### PDN straps and rails, run 1

Pins as bars on the die edge.
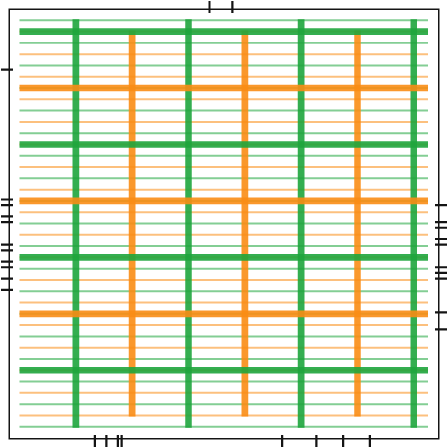
### Clock wiring as the flow saved it, run 1

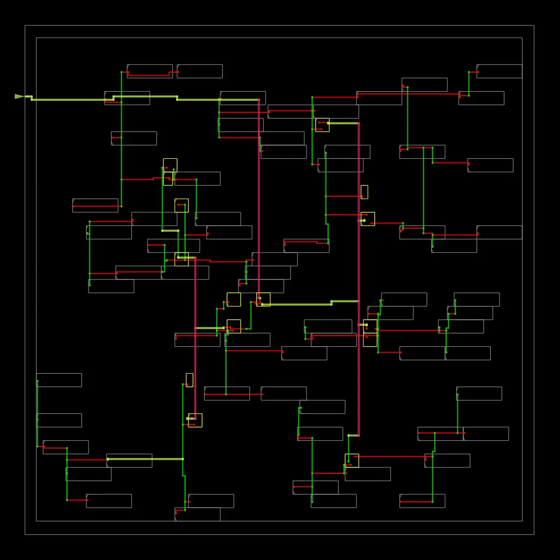
### A small window of the routed layout, run 1

Window x 1 to 51, y 52 to 102 µm. Cells in gray, sequential cells in the stronger gray; small squares are vias.
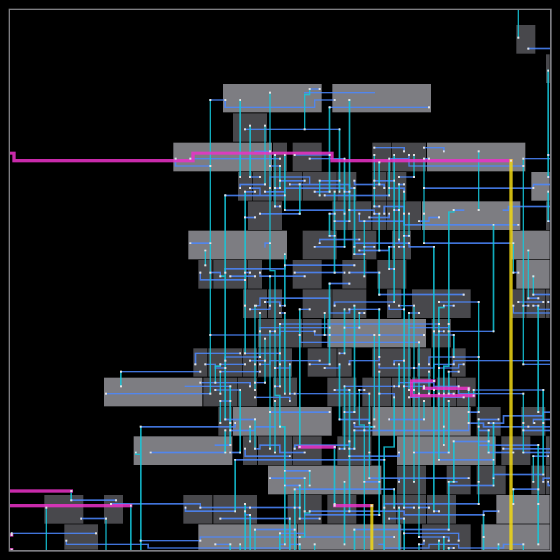
## config.mk

```make
export PLATFORM = sky130hd
export DESIGN_NAME = tmds_channel_decoder
export DESIGN_NICKNAME = d
export VERILOG_FILES = /design/src/rtl/tmds_pkg.sv /design/src/rtl/tmds_symbol_decode.sv /design/src/rtl/tmds_channel_decoder.sv
export SDC_FILE = /design/constraint.sdc
export NUM_CORES = 1
export LEC_CHECK = 0
export CORE_MARGIN = 2
export CORE_UTILIZATION = 40
export CTS_BUF_LIST = sky130_fd_sc_hd__clkbuf_4
export DETAILED_ROUTE_END_ITERATION = 10
export HOLD_SLACK_MARGIN = 0.12
export SLEW_MARGIN = 20
export SYNTH_ARGS = -nofsm -noshare
export SYNTH_HDL_FRONTEND = slang
export SYNTH_SLANG_ARGS = --single-unit
export TNS_END_PERCENT = 50
```

## constraint.sdc

```tcl
create_clock -name clk -period 1.9 [get_ports clk]
set_input_delay 0.285 -clock clk [delete_from_list [all_inputs] [get_ports clk]]
set_output_delay 0.285 -clock clk [all_outputs]
set_load 0.02 [all_outputs]
```

## src/rtl/tmds_pkg.sv

```systemverilog
// tmds_pkg: TMDS control tokens and alignment state shared by encoder and decoder
package tmds_pkg;
  localparam logic [9:0] TMDS_CTRL_00 = 10'b1101010100;
  localparam logic [9:0] TMDS_CTRL_01 = 10'b0010101011;
  localparam logic [9:0] TMDS_CTRL_10 = 10'b0101010100;
  localparam logic [9:0] TMDS_CTRL_11 = 10'b1010101011;
  typedef enum logic {SEARCH, LOCKED} tmds_align_state_t;
  function automatic logic is_ctrl(input logic [9:0] s);
    return s == TMDS_CTRL_00 || s == TMDS_CTRL_01 || s == TMDS_CTRL_10 || s == TMDS_CTRL_11;
  endfunction
endpackage

```

## src/rtl/tmds_symbol_decode.sv

```systemverilog
// tmds_symbol_decode: combinational 10b TMDS symbol to video byte or control pair
module tmds_symbol_decode
  import tmds_pkg::*;
(
  input  logic [9:0] sym,
  output logic       vde,
  output logic [7:0] vd,
  output logic [1:0] cd
);
  logic [7:0] d;
  logic ctrl;
  assign ctrl = is_ctrl(sym);
  assign d = sym[9] ? ~sym[7:0] : sym[7:0];
  assign vde = !ctrl;
  // bit 8 selects XOR (1) or XNOR (0) chaining used by the encoder
  assign vd = ctrl ? 8'h00 : {d[7:1] ^ d[6:0] ^ {7{~sym[8]}}, d[0]};
  assign cd = !ctrl ? 2'b00 : sym == TMDS_CTRL_00 ? 2'b00 : sym == TMDS_CTRL_01 ? 2'b01 :
              sym == TMDS_CTRL_10 ? 2'b10 : 2'b11;
endmodule

```

## src/rtl/tmds_channel_decoder.sv

```systemverilog
// tmds_channel_decoder: one DVI lane, bit-slip word alignment on control-token runs plus symbol decode
module tmds_channel_decoder
  import tmds_pkg::*;
#(
  parameter int CTRL_RUN      = 8,
  parameter int SEARCH_WINDOW = 2048,
  parameter int LOCK_TIMEOUT  = 4096
) (
  input  logic       clk,
  input  logic       reset,
  input  logic       in_valid,
  input  logic [9:0] raw_sym,
  output logic       out_valid,
  output logic       vde,
  output logic [7:0] vd,
  output logic [1:0] cd,
  output logic       locked,
  output logic [3:0] slip_offset,
  output logic       lock_lost
);
  localparam int RW = $clog2(CTRL_RUN) + 1;
  localparam int SW = $clog2(SEARCH_WINDOW) + 1;
  localparam int GW = $clog2(LOCK_TIMEOUT) + 1;
  tmds_align_state_t state, state_n;
  logic [9:0] prev, sym, aligned;
  logic [RW-1:0] run_cnt, run_n;
  logic [SW-1:0] search_cnt, search_n;
  logic [GW-1:0] gap_cnt, gap_n;
  logic [3:0] offset_n;
  logic lost_n, dec_vde;
  logic [7:0] dec_vd;
  logic [1:0] dec_cd;
  assign aligned = 10'({raw_sym, prev} >> slip_offset);
  assign locked = state == LOCKED;
  tmds_symbol_decode u_dec (.sym(sym), .vde(dec_vde), .vd(dec_vd), .cd(dec_cd));
  always_comb begin
    state_n = state;
    run_n = run_cnt;
    search_n = search_cnt;
    gap_n = gap_cnt;
    offset_n = slip_offset;
    lost_n = 1'b0;
    if (state == SEARCH) begin
      if (!dec_vde && run_cnt == RW'(CTRL_RUN - 1)) begin
        state_n = LOCKED;
        run_n = '0;
        search_n = '0;
        gap_n = '0;
      end else if (search_cnt == SW'(SEARCH_WINDOW - 1)) begin
        offset_n = slip_offset == 4'd9 ? 4'd0 : slip_offset + 4'd1;
        search_n = '0;
        run_n = '0;
      end else begin
        search_n = search_cnt + 1'b1;
        run_n = dec_vde ? '0 : run_cnt + 1'b1;
      end
    end else if (!dec_vde) gap_n = '0;
    else if (gap_cnt == GW'(LOCK_TIMEOUT - 1)) begin
      state_n = SEARCH;
      lost_n = 1'b1;
      gap_n = '0;
    end else gap_n = gap_cnt + 1'b1;
  end
  always_ff @(posedge clk or posedge reset)
    if (reset) begin
      state <= SEARCH;
      prev <= '0;
      sym <= '0;
      run_cnt <= '0;
      search_cnt <= '0;
      gap_cnt <= '0;
      slip_offset <= '0;
      out_valid <= 1'b0;
      lock_lost <= 1'b0;
      vde <= 1'b0;
      vd <= '0;
      cd <= '0;
    end else begin
      out_valid <= in_valid && state_n == LOCKED;
      lock_lost <= in_valid && lost_n;
      if (in_valid) begin
        prev <= raw_sym;
        sym <= aligned;
        state <= state_n;
        run_cnt <= run_n;
        search_cnt <= search_n;
        gap_cnt <= gap_n;
        slip_offset <= offset_n;
        vde <= dec_vde;
        vd <= dec_vd;
        cd <= dec_cd;
      end
    end
endmodule

```

==> flow_results.org, run 1 <==
#+TITLE: Implementation results

** STA
- In this run the tightest slew margin relative to its limit is 69.1%.
- After layout, the worst setup slack is -104 ps.
- Total of endpoints with negative setup slack in the final report :: 9

** Floorplan
- Vertical die dimension :: around 100 µm

** Logic synthesis
- Post-synthesis cell type with the largest combined area :: sky130_fd_sc_hd__dfrtp_1
- Per Yosys stat, the portion of area used by sequential elements is between 40% and 50%.
- Counting distinct cell types in the post-synthesis netlist gives ~55.
- Mean area per synthesized cell :: a little over 10 µm²
- Looking at the cell usage after synthesis, the top flip-flop cell is sky130_fd_sc_hd__dfrtp_1.

** Clock tree
- Clock tree from TritonCTS :: done

** Hold path
- The worst hold path belongs to the class primary input to asynchronous set/reset pin.

** Cells and area
- Summing all flip-flop and latch instances after layout gives about 1700 µm².
- Number of inserted diodes :: 0
- Fraction of final layout cells sized beyond drive strength 1 :: between 30% and 40%
- Fraction of standard cell area in multi-input logic :: between 40% and 50%

** Global route
- The number of global-route vias before repair is between 3000 and 4000.

** Run status
- Outcome :: finished with violations
- The checks that failed: setup timing.

** Placement
- Area after detailed placement :: 4890 µm²

** Routing
- TritonRoute reported its final design rule violation total as 0.
## Picture notes: 'PDN straps and rails'
- orange: VDD
- green: VSS
- met5 straps: 7
- signal pins: 31
- rows: 36

## Picture notes: 'Clock wiring as the flow saved it'
clock sink count: 67
clock insertion delay at the later pin of the skew report: 420 ps

## Picture notes: 'A small window of the routed layout'
- cyan: metal 2
- magenta: metal 3
- blue: metal 1
- yellow: metal 4
- cells with their middle in the window: 98
- netlist names of flops here include: search_cnt (12), slip_offset (3)
- most frequent: dfrtp_1 (15), buf_4 (13), nor2_1 (11)
- sequential cells in the window: 17

==> run 1: power groups by stage <==
stage	Sequential [mW]	Combinational (mW)	Clock, mW
detailed placement	1.71	0.801	0
global route	1.72	0.955	0.882
CTS	1.69	0.845	0.831
global placement	1.71	0.784	0
finish	1.70	0.870	0.791
floorplan	1.76	0.407	0
==> run 1: flip-flops by register name, summed over array words and instances (netlist names) <==
signal / flops
cd: 2
out_valid: 1
lock_lost: 1
search_cnt: 12
prev: 10
locked: 1
vd: 8
run_cnt: 4
vde: 1
slip_offset: 4
sym: 10
gap_cnt: 13
==> run 1: cells by family (layout without fill, tap and decap cells) <==
kind of cell | Yosys count | count (layout) | share of synthesized area (%)
xor+xnor | 21 | 21 | 4.68
simple gates | 136 | 136 | 18.2
fa+ha+maj | 3 | 3 | 0.955
buf+inv | 39 | 159 | 4.23
flops | 67 | 67 | 42.7
mux | 48 | 48 | 18.3
compound gates | 66 | 66 | 10.9
==> run 1: worst paths after layout <==
check / startpoint / end / slack (ps)
worst min-delay path: reset / vd[2] / 290
worst max register to register: slip_offset[0] / sym[4] / -100
min in group clk: in_valid / prev[8] / 370
worst min register to register: vd[6] / vd[6] / 520
worst max-delay path: slip_offset[0] / sym[4] / -100
max in group asynchronous: reset / slip_offset[0] / 1290
==> run 1: tightest hold or removal path, stage by stage <==
cell,delay [ps]
sky130_fd_sc_hd__clkdlybuf4s50_1,440
sky130_fd_sc_hd__clkinvlp_4,90
sky130_fd_sc_hd__buf_12,310
==> run 1: repair_timing <==
item / 4_1_cts / 5_1_grt
gates resized: 21 / 32
setup endpoints to repair: 41 / 49
gates cloned: 1 / 0
buffers inserted: 15 / 5
hold buffers: 0 / 0
pin swaps: 6 / 10
### Register map, names as in the netlist, run 1

Other sequential cells in the stronger gray, the rest of the logic in the fainter gray.
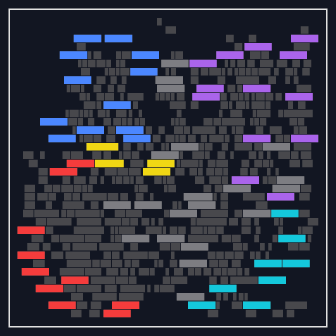

==> inputs of run 2 (changes only) <==
Settings changed: CAP_MARGIN set to 0, CORE_MARGIN 2 to 3, REMOVE_ABC_BUFFERS set to 1.
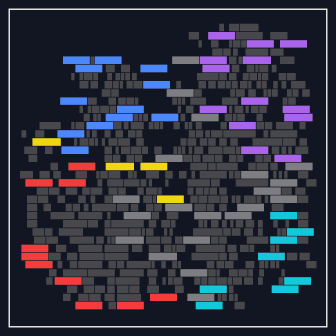
*Register map, names as in the netlist, run 2*
Other sequential cells in the stronger gray, the rest of the logic in the fainter gray.
- purple: gap_cnt (flops 13)
- yellow: slip_offset (flops 4)
- cyan: vd (flops 8; where south-east)
- red: prev (flops 10)
- blue: search_cnt (flops 12)
- not colored: 20

==> run 2 against run 1 <==
- the run still ends with setup timing left
- fmax grew 0.26%
- clock power grew 57%
- sequential share of layout area shrank 0.36 points
- sequential cell count is the same
- count of clock-buffer cells in the layout shrank 1
- setup slack gained 5.2 ps
- critical endpoint is now gap_cnt[3]
- largest power group unchanged
==> flow_results.org, run 2 <==
#+TITLE: Implementation results

** Cells and area
- The total inserted antenna cells came to 0 (unchanged).
- The sequential cell count is 67 (unchanged).
- Fraction of standard cell area in multi-input logic :: 42.4% (was 42.8%)
- The cell class ranked first by area was logic gates (unchanged).
- The share of final-layout standard cells stronger than drive strength 1 is 37.4% (was 36.8%).
- Most flop-heavy register :: gap_cnt (unchanged)
- Registers with the most flip-flops: gap_cnt x13, search_cnt x12 (unchanged).
- The number of flip-flops under the largest register name was 13 (unchanged).
- The sequential portion of the cell area came to 30.6% (was 30.9%).
- The sequential cell area in the final layout was 1680 µm² (about the same).

** Power and ir drop
- The static leakage power is 2.34 nW (was 2.30 nW).

** Clock tree
- Clk pin slew, worst setup/hold paths :: 130 ps (was 110 ps)
- The number of setup buffers added after CTS was 3 (was 15).
- Clock tree from TritonCTS :: done (unchanged)
- Total of cells resized after clock tree synthesis :: 17 (was 21)
- The count of hold buffers inserted by post-cts repair was 0 (unchanged).
- The number of sinks on the clock net was 67 (unchanged).
- The clock latency reported for the late side of the worst-skew pair was 420 ps (about the same).

** Run status
- Violated checks: setup timing (unchanged).
- Outcome: finished with violations (unchanged).

** STA
- Final worst-path setup slack :: -98.7 ps (was -104 ps)
- The normalized max-slew margin is 71.9% (was 69.1%).
- Total of endpoints with negative setup slack in the final report :: 13 (was 9)
- The sum of negative setup slack is -701 ps (was -485 ps).
- The number of endpoints with negative hold slack in the final report is 0 (unchanged).
- Post-layout period usage :: 105% (about the same)
- The slew at the pin closest to its max-slew limit came to 417 ps (was 462 ps).

** Placement
- The global placer's final weighted congestion was 0.901 (was 0.830).

** Logic synthesis
- The main flop type after synthesis is sky130_fd_sc_hd__dfrtp_1 (unchanged).
- Library cells used by synthesis :: 55 (unchanged)
- Tally of yosys warning messages :: 0 (unchanged)
- The mean area per synthesized cell came to 10.3 µm² (unchanged).
- Area share of the largest cell type after synthesis :: 42.7% (unchanged)
- Leading post-synthesis cells by cell area :: sky130_fd_sc_hd__dfrtp_1, sky130_fd_sc_hd__mux4_2, sky130_fd_sc_hd__mux2_2 (unchanged)
- Count of library flops with an enable pin :: 0 (unchanged)
- Post-synthesis cell type with the largest combined area :: sky130_fd_sc_hd__dfrtp_1 (unchanged)
- Synth Seq Share :: 42.7% (unchanged)

** Floorplan
- Vertical die dimension :: 105 µm (was 103 µm)
- Well-Tap Cells :: 129 (was 133)
- The total core area came to 9420 µm² (was 9640 µm²).
- The area of the die came to 11100 µm² (was 10600 µm²).

** Run
- Number of warnings in the stage logs :: 27 (was 29)

** Hold path
- Hold crit path type :: primary input to asynchronous set/reset pin (unchanged)

** Routing
- DR DRC count :: 0 (unchanged)

** Critical path
- Slack of the worst reg-to-reg path :: -100 ps (about the same)
- The category of the critical setup timing path is flip-flop to flip-flop (unchanged).

** Global route
- The number of global-route vias before repair was 3213 (was 3375).
run 2: cell counts after synthesis:
No cell type changed its count.
run 2: critical path, stage by stage (launching register included):
cell and delay, ps:
sky130_fd_sc_hd__dfrtp_1 450, sky130_fd_sc_hd__nor4bb_4 200, sky130_fd_sc_hd__and3_4 190, sky130_fd_sc_hd__or4b_4 520, sky130_fd_sc_hd__buf_6 160, sky130_fd_sc_hd__or3_1 350
sky130_fd_sc_hd__o21ai_1 80
run 2: logic make-up (layout without fill, tap and decap cells):
family / count (synthesis) / in the layout / synth area share [%]
multiplexers: 48 / 48 / 18.3
XOR/XNOR: 21 / 21 / 4.68
AND-OR/OR-AND: 66 / 66 / 10.9
flip-flops: 67 / 67 / 42.7
AND/OR/NAND/NOR: 136 / 136 / 18.2
buffers and inverters: 39 / 154 / 4.23
adder cells (fa/ha/maj): 3 / 3 / 0.955
run 2: power by group:
| part | total, mW | internal, mW | switching (mW) |
|---|---|---|---|
| Sequential | 1.70 | 1.57 | 0.133 |
| Clock | 1.24 | 0.683 | 0.556 |
| Combinational | 0.848 | 0.472 | 0.376 |
run 2: through the flow:
step	power, mW	hold WS [ps]	cell area [µm²]
after floorplan	2.13	370	3830
after global placement	2.49	491	4900
after detailed placement	2.51	498	4900
after CTS	3.78	132	5200
after global routing	3.99	136	5510
final	3.79	138	5510
run 2: per-layer routing:
metal  GRT usage [%]  up-vias  wire [µm]
li1                -     1627          -
met5               0        -          0
met2            27.4       61       4740
met1            25.0     1642       4550
met3            2.96       18        313
met4            7.12        0        193
run 2: worst paths after layout:
path	startpoint	end	cells after the start
max reg2reg	sym[7]	gap_cnt[3]	6
min in group clk	in_valid	lock_lost	4
max	sym[7]	gap_cnt[3]	6
min	reset	vd[6]	2
max in group asynchronous	reset	slip_offset[1]	3
min reg2reg	vde	vde	1
Power figures rest on the tool's default switching activity, not on a simulated workload.
